$ cat src/rtl/os_scheduler_if.sv
// Handshake/bus bundle between the training controller (master) and the
// ordered-set scheduler (slave).
interface os_scheduler_if #(
    parameter int TS_CNT_W = 8
);
    logic                start;
    logic                stop;
    logic [TS_CNT_W-1:0] ts1_target;
    logic [TS_CNT_W-1:0] ts2_target;
    logic [7:0]          link_num;
    logic [7:0]          lane_num;
    logic [7:0]          n_fts;
    logic [7:0]          rate_id;
    logic [7:0]          train_ctl;
    logic [5:0]          ost;
    logic                en_n;
    logic [39:0]         ts_sym;
    logic                os_done;
    logic                link_up;
    logic [1:0]          state;

    modport master (
        output start, stop, ts1_target, ts2_target,
        output link_num, lane_num, n_fts, rate_id, train_ctl,
        input  ost, en_n, ts_sym, os_done, link_up, state
    );

    modport slave (
        input  start, stop, ts1_target, ts2_target,
        input  link_num, lane_num, n_fts, rate_id, train_ctl,
        output ost, en_n, ts_sym, os_done, link_up, state
    );
endinterface

$ cat src/rtl/os_scheduler.sv
// Link-training ordered-set scheduler: TS1 x N, TS2 x M, then idle symbols,
// with periodic SKP sets inserted only on ordered-set boundaries.
module os_scheduler #(
    parameter int SKP_INTERVAL = 1180,
    parameter int SKP_W        = 11,
    parameter int TS_CNT_W     = 8
) (
    input  logic           clk,
    input  logic           reset,
    os_scheduler_if.slave  bus
);
    typedef enum logic [1:0] {
        S_IDLE   = 2'd0,
        S_TS1    = 2'd1,
        S_TS2    = 2'd2,
        S_LINKUP = 2'd3
    } state_e;

    localparam logic [5:0]       OST_IDLE = 6'd0;
    localparam logic [5:0]       OST_SKP  = 6'd1;
    localparam logic [5:0]       OST_TS1  = 6'd2;
    localparam logic [5:0]       OST_TS2  = 6'd3;
    localparam logic [SKP_W-1:0] SKP_LAST = SKP_W'(SKP_INTERVAL - 1);

    state_e              state_q, state_d;
    logic [5:0]          ost_q, ost_d;
    logic                en_n_q, en_n_d;
    logic                os_done_q, os_done_d;
    logic                link_up_q, link_up_d;
    logic [39:0]         ts_sym_q, ts_sym_d;
    logic [3:0]          sym_ctr_q, sym_ctr_d;
    logic [TS_CNT_W-1:0] ts1_cnt_q, ts1_cnt_d, ts2_cnt_q, ts2_cnt_d;
    logic [TS_CNT_W-1:0] ts1_tgt_q, ts1_tgt_d, ts2_tgt_q, ts2_tgt_d;
    logic [SKP_W-1:0]    skp_ctr_q, skp_ctr_d;
    logic                skp_pending_q, skp_pending_d;

    logic                boundary, skp_wrap;
    logic [TS_CNT_W-1:0] cnt1_n, cnt2_n;

    function automatic logic [3:0] last_sym(input logic [5:0] o);
        case (o)
            OST_SKP:          return 4'd3;
            OST_TS1, OST_TS2: return 4'd15;
            default:          return 4'd0;
        endcase
    endfunction

    // Skips any phase whose target is already met, so zero targets fall through.
    function automatic state_e advance(input state_e s,
                                       input logic [TS_CNT_W-1:0] c1, t1,
                                       input logic [TS_CNT_W-1:0] c2, t2);
        state_e n;
        n = s;
        if (n == S_TS1 && c1 == t1) n = S_TS2;
        if (n == S_TS2 && c2 == t2) n = S_LINKUP;
        return n;
    endfunction

    function automatic logic [5:0] ost_of(input state_e s);
        case (s)
            S_TS1:   return OST_TS1;
            S_TS2:   return OST_TS2;
            default: return OST_IDLE;
        endcase
    endfunction

    always_comb begin
        state_d       = state_q;
        ost_d         = ost_q;
        en_n_d        = en_n_q;
        sym_ctr_d     = sym_ctr_q;
        ts1_cnt_d     = ts1_cnt_q;
        ts2_cnt_d     = ts2_cnt_q;
        ts1_tgt_d     = ts1_tgt_q;
        ts2_tgt_d     = ts2_tgt_q;
        skp_ctr_d     = skp_ctr_q;
        skp_pending_d = skp_pending_q;
        ts_sym_d      = {bus.train_ctl, bus.rate_id, bus.n_fts, bus.lane_num, bus.link_num};

        boundary = !en_n_q && (sym_ctr_q == last_sym(ost_q));
        skp_wrap = !en_n_q && (skp_ctr_q == SKP_LAST);

        // TS totals count completed sets only; SKP boundaries leave them alone.
        cnt1_n = ts1_cnt_q;
        cnt2_n = ts2_cnt_q;
        if (boundary && ost_q == OST_TS1) cnt1_n = ts1_cnt_q + TS_CNT_W'(1);
        if (boundary && ost_q == OST_TS2) cnt2_n = ts2_cnt_q + TS_CNT_W'(1);

        if (!en_n_q) skp_ctr_d = skp_wrap ? '0 : skp_ctr_q + SKP_W'(1);

        case (state_q)
            S_IDLE: begin
                if (bus.start && !bus.stop) begin
                    ts1_tgt_d = bus.ts1_target;
                    ts2_tgt_d = bus.ts2_target;
                    ts1_cnt_d = '0;
                    ts2_cnt_d = '0;
                    skp_ctr_d = '0;
                    sym_ctr_d = '0;
                    en_n_d    = 1'b0;
                    state_d   = advance(S_TS1, '0, bus.ts1_target, '0, bus.ts2_target);
                    ost_d     = ost_of(state_d);
                end
            end
            default: begin
                if (boundary) begin
                    sym_ctr_d = '0;
                    ts1_cnt_d = cnt1_n;
                    ts2_cnt_d = cnt2_n;
                    if (bus.stop) begin
                        state_d       = S_IDLE;
                        en_n_d        = 1'b1;
                        ost_d         = OST_IDLE;
                        skp_pending_d = 1'b0;
                    end else if (skp_pending_q || skp_wrap) begin
                        ost_d         = OST_SKP;
                        skp_pending_d = 1'b0;
                    end else begin
                        state_d = advance(state_q, cnt1_n, ts1_tgt_q, cnt2_n, ts2_tgt_q);
                        ost_d   = ost_of(state_d);
                    end
                end else begin
                    sym_ctr_d = sym_ctr_q + 4'd1;
                    if (skp_wrap) skp_pending_d = 1'b1;
                end
            end
        endcase

        // os_done is registered, so it is derived from the cycle about to start.
        os_done_d = !en_n_d && (sym_ctr_d == last_sym(ost_d));
        link_up_d = (state_d == S_LINKUP);
    end

    always_ff @(posedge clk) begin
        if (reset) begin
            state_q       <= S_IDLE;
            ost_q         <= OST_IDLE;
            en_n_q        <= 1'b1;
            os_done_q     <= 1'b0;
            link_up_q     <= 1'b0;
            ts_sym_q      <= '0;
            sym_ctr_q     <= '0;
            ts1_cnt_q     <= '0;
            ts2_cnt_q     <= '0;
            ts1_tgt_q     <= '0;
            ts2_tgt_q     <= '0;
            skp_ctr_q     <= '0;
            skp_pending_q <= 1'b0;
        end else begin
            state_q       <= state_d;
            ost_q         <= ost_d;
            en_n_q        <= en_n_d;
            os_done_q     <= os_done_d;
            link_up_q     <= link_up_d;
            ts_sym_q      <= ts_sym_d;
            sym_ctr_q     <= sym_ctr_d;
            ts1_cnt_q     <= ts1_cnt_d;
            ts2_cnt_q     <= ts2_cnt_d;
            ts1_tgt_q     <= ts1_tgt_d;
            ts2_tgt_q     <= ts2_tgt_d;
            skp_ctr_q     <= skp_ctr_d;
            skp_pending_q <= skp_pending_d;
        end
    end

    assign bus.ost     = ost_q;
    assign bus.en_n    = en_n_q;
    assign bus.ts_sym  = ts_sym_q;
    assign bus.os_done = os_done_q;
    assign bus.link_up = link_up_q;
    assign bus.state   = state_q;
endmodule

$ cat src/flat_wrapper.sv
// flat-port wrapper written by rule: the top's interface ports become plain ports
module os_scheduler_flat 
#(
    parameter int SKP_INTERVAL = 1180,
    parameter int SKP_W        = 11,
    parameter int TS_CNT_W     = 8
)
  (clk, reset, bus_start, bus_stop, bus_ts1_target, bus_ts2_target, bus_link_num, bus_lane_num, bus_n_fts, bus_rate_id, bus_train_ctl, bus_ost, bus_en_n, bus_ts_sym, bus_os_done, bus_link_up, bus_state);
  os_scheduler_if #(.TS_CNT_W(TS_CNT_W)) bus_i ();
  input  logic clk;
  input  logic reset;
  input wire logic [$bits(bus_i.start)-1:0] bus_start;
  input wire logic [$bits(bus_i.stop)-1:0] bus_stop;
  input wire logic [$bits(bus_i.ts1_target)-1:0] bus_ts1_target;
  input wire logic [$bits(bus_i.ts2_target)-1:0] bus_ts2_target;
  input wire logic [$bits(bus_i.link_num)-1:0] bus_link_num;
  input wire logic [$bits(bus_i.lane_num)-1:0] bus_lane_num;
  input wire logic [$bits(bus_i.n_fts)-1:0] bus_n_fts;
  input wire logic [$bits(bus_i.rate_id)-1:0] bus_rate_id;
  input wire logic [$bits(bus_i.train_ctl)-1:0] bus_train_ctl;
  output wire logic [$bits(bus_i.ost)-1:0] bus_ost;
  output wire logic [$bits(bus_i.en_n)-1:0] bus_en_n;
  output wire logic [$bits(bus_i.ts_sym)-1:0] bus_ts_sym;
  output wire logic [$bits(bus_i.os_done)-1:0] bus_os_done;
  output wire logic [$bits(bus_i.link_up)-1:0] bus_link_up;
  output wire logic [$bits(bus_i.state)-1:0] bus_state;
  assign bus_i.start = bus_start;
  assign bus_i.stop = bus_stop;
  assign bus_i.ts1_target = bus_ts1_target;
  assign bus_i.ts2_target = bus_ts2_target;
  assign bus_i.link_num = bus_link_num;
  assign bus_i.lane_num = bus_lane_num;
  assign bus_i.n_fts = bus_n_fts;
  assign bus_i.rate_id = bus_rate_id;
  assign bus_i.train_ctl = bus_train_ctl;
  assign bus_ost = bus_i.ost;
  assign bus_en_n = bus_i.en_n;
  assign bus_ts_sym = bus_i.ts_sym;
  assign bus_os_done = bus_i.os_done;
  assign bus_link_up = bus_i.link_up;
  assign bus_state = bus_i.state;
  os_scheduler #(.SKP_INTERVAL(SKP_INTERVAL), .SKP_W(SKP_W), .TS_CNT_W(TS_CNT_W)) u_core (.clk(clk), .reset(reset), .bus(bus_i));
endmodule
$ cat config.mk
export PLATFORM = sky130hd
export DESIGN_NAME = os_scheduler_flat
export DESIGN_NICKNAME = d
export VERILOG_FILES = /design/src/rtl/os_scheduler_if.sv /design/src/rtl/os_scheduler.sv /design/src/flat_wrapper.sv
export SDC_FILE = /design/constraint.sdc
export NUM_CORES = 1
export LEC_CHECK = 0
export CAP_MARGIN = 20
export CORE_UTILIZATION = 49
export DETAILED_ROUTE_END_ITERATION = 6
export GPL_ROUTABILITY_DRIVEN = 0
export GPL_TIMING_DRIVEN = 1
export PLACE_DENSITY = 0.8
export REMOVE_ABC_BUFFERS = 1
export SKIP_LAST_GASP = 1
export SLEW_MARGIN = 20
export SYNTH_ARGS = -nofsm -noshare
export SYNTH_HDL_FRONTEND = slang
export SYNTH_SLANG_ARGS = --single-unit
$ cat constraint.sdc
create_clock -name clk -period 5 [get_ports clk]
set_input_delay 1 -clock clk [delete_from_list [all_inputs] [get_ports clk]]
set_output_delay 1 -clock clk [all_outputs]
set_load 0.005 [all_outputs]
Figure 1. Cell placement.
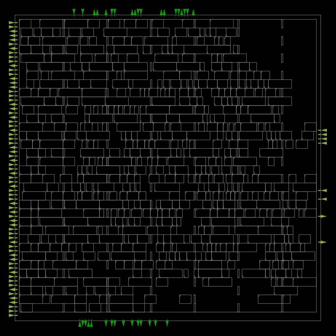
Non-Filler Instances: 725
number of fill cells: 711
Layout Utilization: 0.6583
Core ar.: 8678 sq um

Figure 2. Sizing map.
Drawn at 3 px/micron.
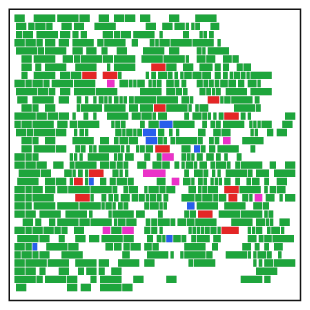
Key: red = drive 6 and up [cells 14, share 2.3%, most used clkbuf_8]; blue = drive 2 [cells 8, share 1.3%]; green = drive 1 or less [cells 587, share 95%, most used clkdlybuf4s50_1]; magenta = drive 3 to 4 [cells 8, share 1.3%, most used buf_4]
Non-clock buffers: 114
final worst slack: 0.9556 ns

Figure 3. Routed metal per tile.
Drawn at 4 px/micron. 19 x 19 tiles, from dark purple (low) to yellow (high), scaled to the fullest tile. Values are wire area over tile area, all layers added.
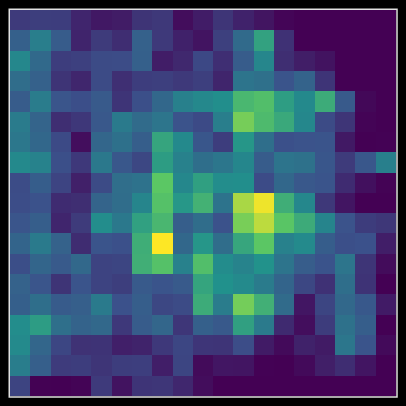
12% of the tiles are nearly empty. The mean over all tiles is 0.19. The densest ninth of the die: center.
Routed WL: 10,310 microns
Vias: 4,012
gr usage total: 0.2307

Figure 4. Supply network.
Drawn at 4 px/micron. Pins as bars on the die edge.
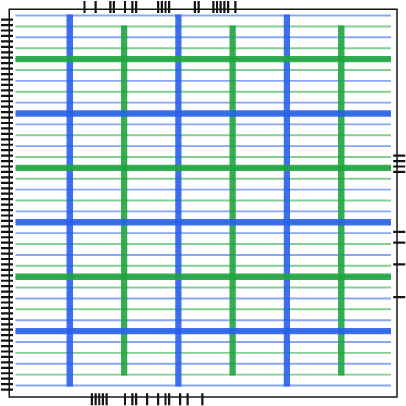
Key: blue = VSS; green = VDD
35 met1 rails follow the rows. 111 signal pins sit on the boundary.
Die Span Y: 96.59 microns
DIE WIDTH: 96.59 microns
Max VDD drop: 0.2181 mV

==> out/results.ini <==
[outcome]
outcome = completed

[final_timing]
whs_ns = 0.4805
tns_ns = 0
period_used_share = 0.8089
tightest_slew_ns = 0.9171
setup_violations = 0
period_minus_slack_ns = 4.044
clock_skew_ns = 0.01228
hold_viol = 0
slew_viol_final = 0
fmax_ghz = 0.2473
max_slew_margin = 0.3839
rsz0062_at_grt = false

[setup_path]
cp.arrival_ns = 4.33
cp_max_fo = 11
crit_path_cell_trace = or4_4 > or3_1 > a221oi_1 > xnor2_1 > nand4_1 > o31ai_1 > a22oi_1 > ha_1 > nor3b_1 > o31ai_1 > a22oi_1 > mux2i_1 > nor3_1
cp-end-kind = flop
critPathRequiredTime_ns = 5.29
crit_type = flop to flop
startpoint_type = flop
critPathMaxStageDelay_ns = 0.63
cp_slowest_cell = or4_4

[route]
via_per_inst = 5.534
drc_errors = 0
wire_per_inst_microns = 14.22
dr.pass1.iters = 5
dr.first_iter.drc_count = 232
drtAntennaViolNets = 0

[flow_run]
drv_cap = 0
warnings = 25

[logic_synthesis]
yosys_warnings = 0
topCellsByArea = dfxtp_1 45%, nor2b_1 6.6%, a21oi_1 5.5%
synth-edff-count = 0
ys_cells = 513
syn_avg_cell_area_sq_um = 8.546
ys_area_sq_um = 4384
yosys_most_used_dff = dfxtp_1
top_cells_by_count = 99 x dfxtp_1, 55 x nor2_1, 54 x nand2_1
numSynthFlops = 99
synth_top_cell_by_area = dfxtp_1
synthCells = 513
netlist.area_leader.share = 0.4521
async_flop_share = 0
yosysMostFrequentCell = dfxtp_1
synth_cell_types = 56
syn_area_sq_um = 4384
yosys.stat.seqShare = 0.4521

[final_layout]
antenna_cells = 0
seq_area_sq_um = 1982
comb_area_sq_um = 2255
drive_gt1_frac = 0.04862
area.growth.synth_to_final_pct = 30.31
lay_top_cells = 109 x clkdlybuf4s50_1, 99 x dfxtp_1, 55 x nor2_1
final_nets = 677
lay_top_count = clkdlybuf4s50_1

[placed_design]
placed_cells = 709
dp_hpwl_microns = 7580
port_buffers = 110
place_ws_ns = 1.013

[clocking]
hold_buffers = 0
cts_root_buffer = clkbuf_8
htreeDepth = 3
insertion_delay_ns = 0.37
cts_num_sinks = 99
cts_buffers = 9
cts_tree = done
post_cts_resize_count = 0
ctsLongestPathBuffers = 2
postCtsSetupBuffers = 0
path_clk_slew_ns = 0.11

[global_routing]
grt_first_pass_wirelength_microns = 16570
grt_max_degree = 66
grt_pass1_vias = 3826
grt.overflow.total = 0
antenna_found_initial = 0

[die]
io_pins = 111
dieArea_sq_um = 9330
rows = 34
floorplanUtilization = 0.5052

[power]
p_per_area_nw_per_um2 = 270.0
cellLeakagePower_nw = 2.044

[worst_hold_path]
hp-class = flop to flop

-- per-layer routing --
metal | GRT usage | up-vias | routed length (microns)
met4 | 0.1029 | 0 | 257
met2 | 0.3891 | 178 | 4880
met5 | 0 | - | 0
met1 | 0.2524 | 1837 | 4148
met3 | 0.09624 | 25 | 1023
li1 | - | 1972 | -
-- report_power, final --
group / internal [mW] / switching, mW / total, mW / leakage [nW]
Sequential: 0.816 / 0.0207 / 0.837 / 0.811
Clock: 0.195 / 0.304 / 0.499 / 0.0968
Combinational: 0.118 / 0.0884 / 0.206 / 1.14
Total: 1.13 / 0.413 / 1.54 / 2.04
-- worst max-delay path, delay by kind of cell, from the launching register on --
family,cells,cell delay [ns]
compound gates,5,1.57
simple gates,5,1.42
flops,1,0.34
fa+ha+maj,1,0.31
xor+xnor,1,0.17
mux,1,0.15
-- kinds of logic (layout without fill, tap and decap cells) --
kind of cell | after synthesis | after routing | share of synthesized area
flops | 99 | 99 | 0.4521
xor+xnor | 29 | 29 | 0.05793
compound gates | 98 | 98 | 0.1370
fa+ha+maj | 5 | 5 | 0.01427
buf+inv | 32 | 136 | 0.03368
mux | 6 | 6 | 0.01398
simple gates | 244 | 244 | 0.2911
-- sequential cells by signal (all words and copies together), names as in the netlist, 2 cells and up --
register / flops
u_core.bus.ost: 6
u_core.bus.state: 2
u_core.bus.ts_sym: 40
u_core.skp_ctr_q: 11
u_core.sym_ctr_q: 4
u_core.ts1_cnt_q: 8
u_core.ts1_tgt_q: 8
u_core.ts2_cnt_q: 8
u_core.ts2_tgt_q: 8
-- through the flow --
step,util,instance area [sq um],total power [mW]
finish,0.6583,5713,1.542
global route,0.6583,5713,1.616
CTS,0.6583,5713,1.556
detailed placement,0.6361,5520,1.060
global placement,0.6361,5520,1.056
floorplan,-,4259,0.9376
-- final timing paths --
check	depth (start not counted)	slack (ns)	start	endpoint
max	13	0.96	u_core.bus.ost[3]$_SDFF_PP0_	u_core.bus.os_done$_SDFF_PP0_
min	2	0.48	u_core.ts2_tgt_q[7]$_SDFFE_PP0P_	u_core.ts2_tgt_q[7]$_SDFFE_PP0P_
max reg2reg	13	0.96	u_core.bus.ost[3]$_SDFF_PP0_	u_core.bus.os_done$_SDFF_PP0_
min reg2reg	2	0.48	u_core.ts2_tgt_q[7]$_SDFFE_PP0P_	u_core.ts2_tgt_q[7]$_SDFFE_PP0P_
-- layout make-up --
| cell class | instances | area share |
|---|---|---|
| clock buffers | 9 | 0.02168 |
| clock inverters | 7 | 0.01205 |
| inverters | 6 | 0.003942 |
| multi-input cells | 382 | 0.3947 |
| flip-flops and latches | 99 | 0.3469 |
| well taps | 108 | 0.02365 |
| repair buffers | 114 | 0.1971 |
Power and IR drop assume default switching activity.
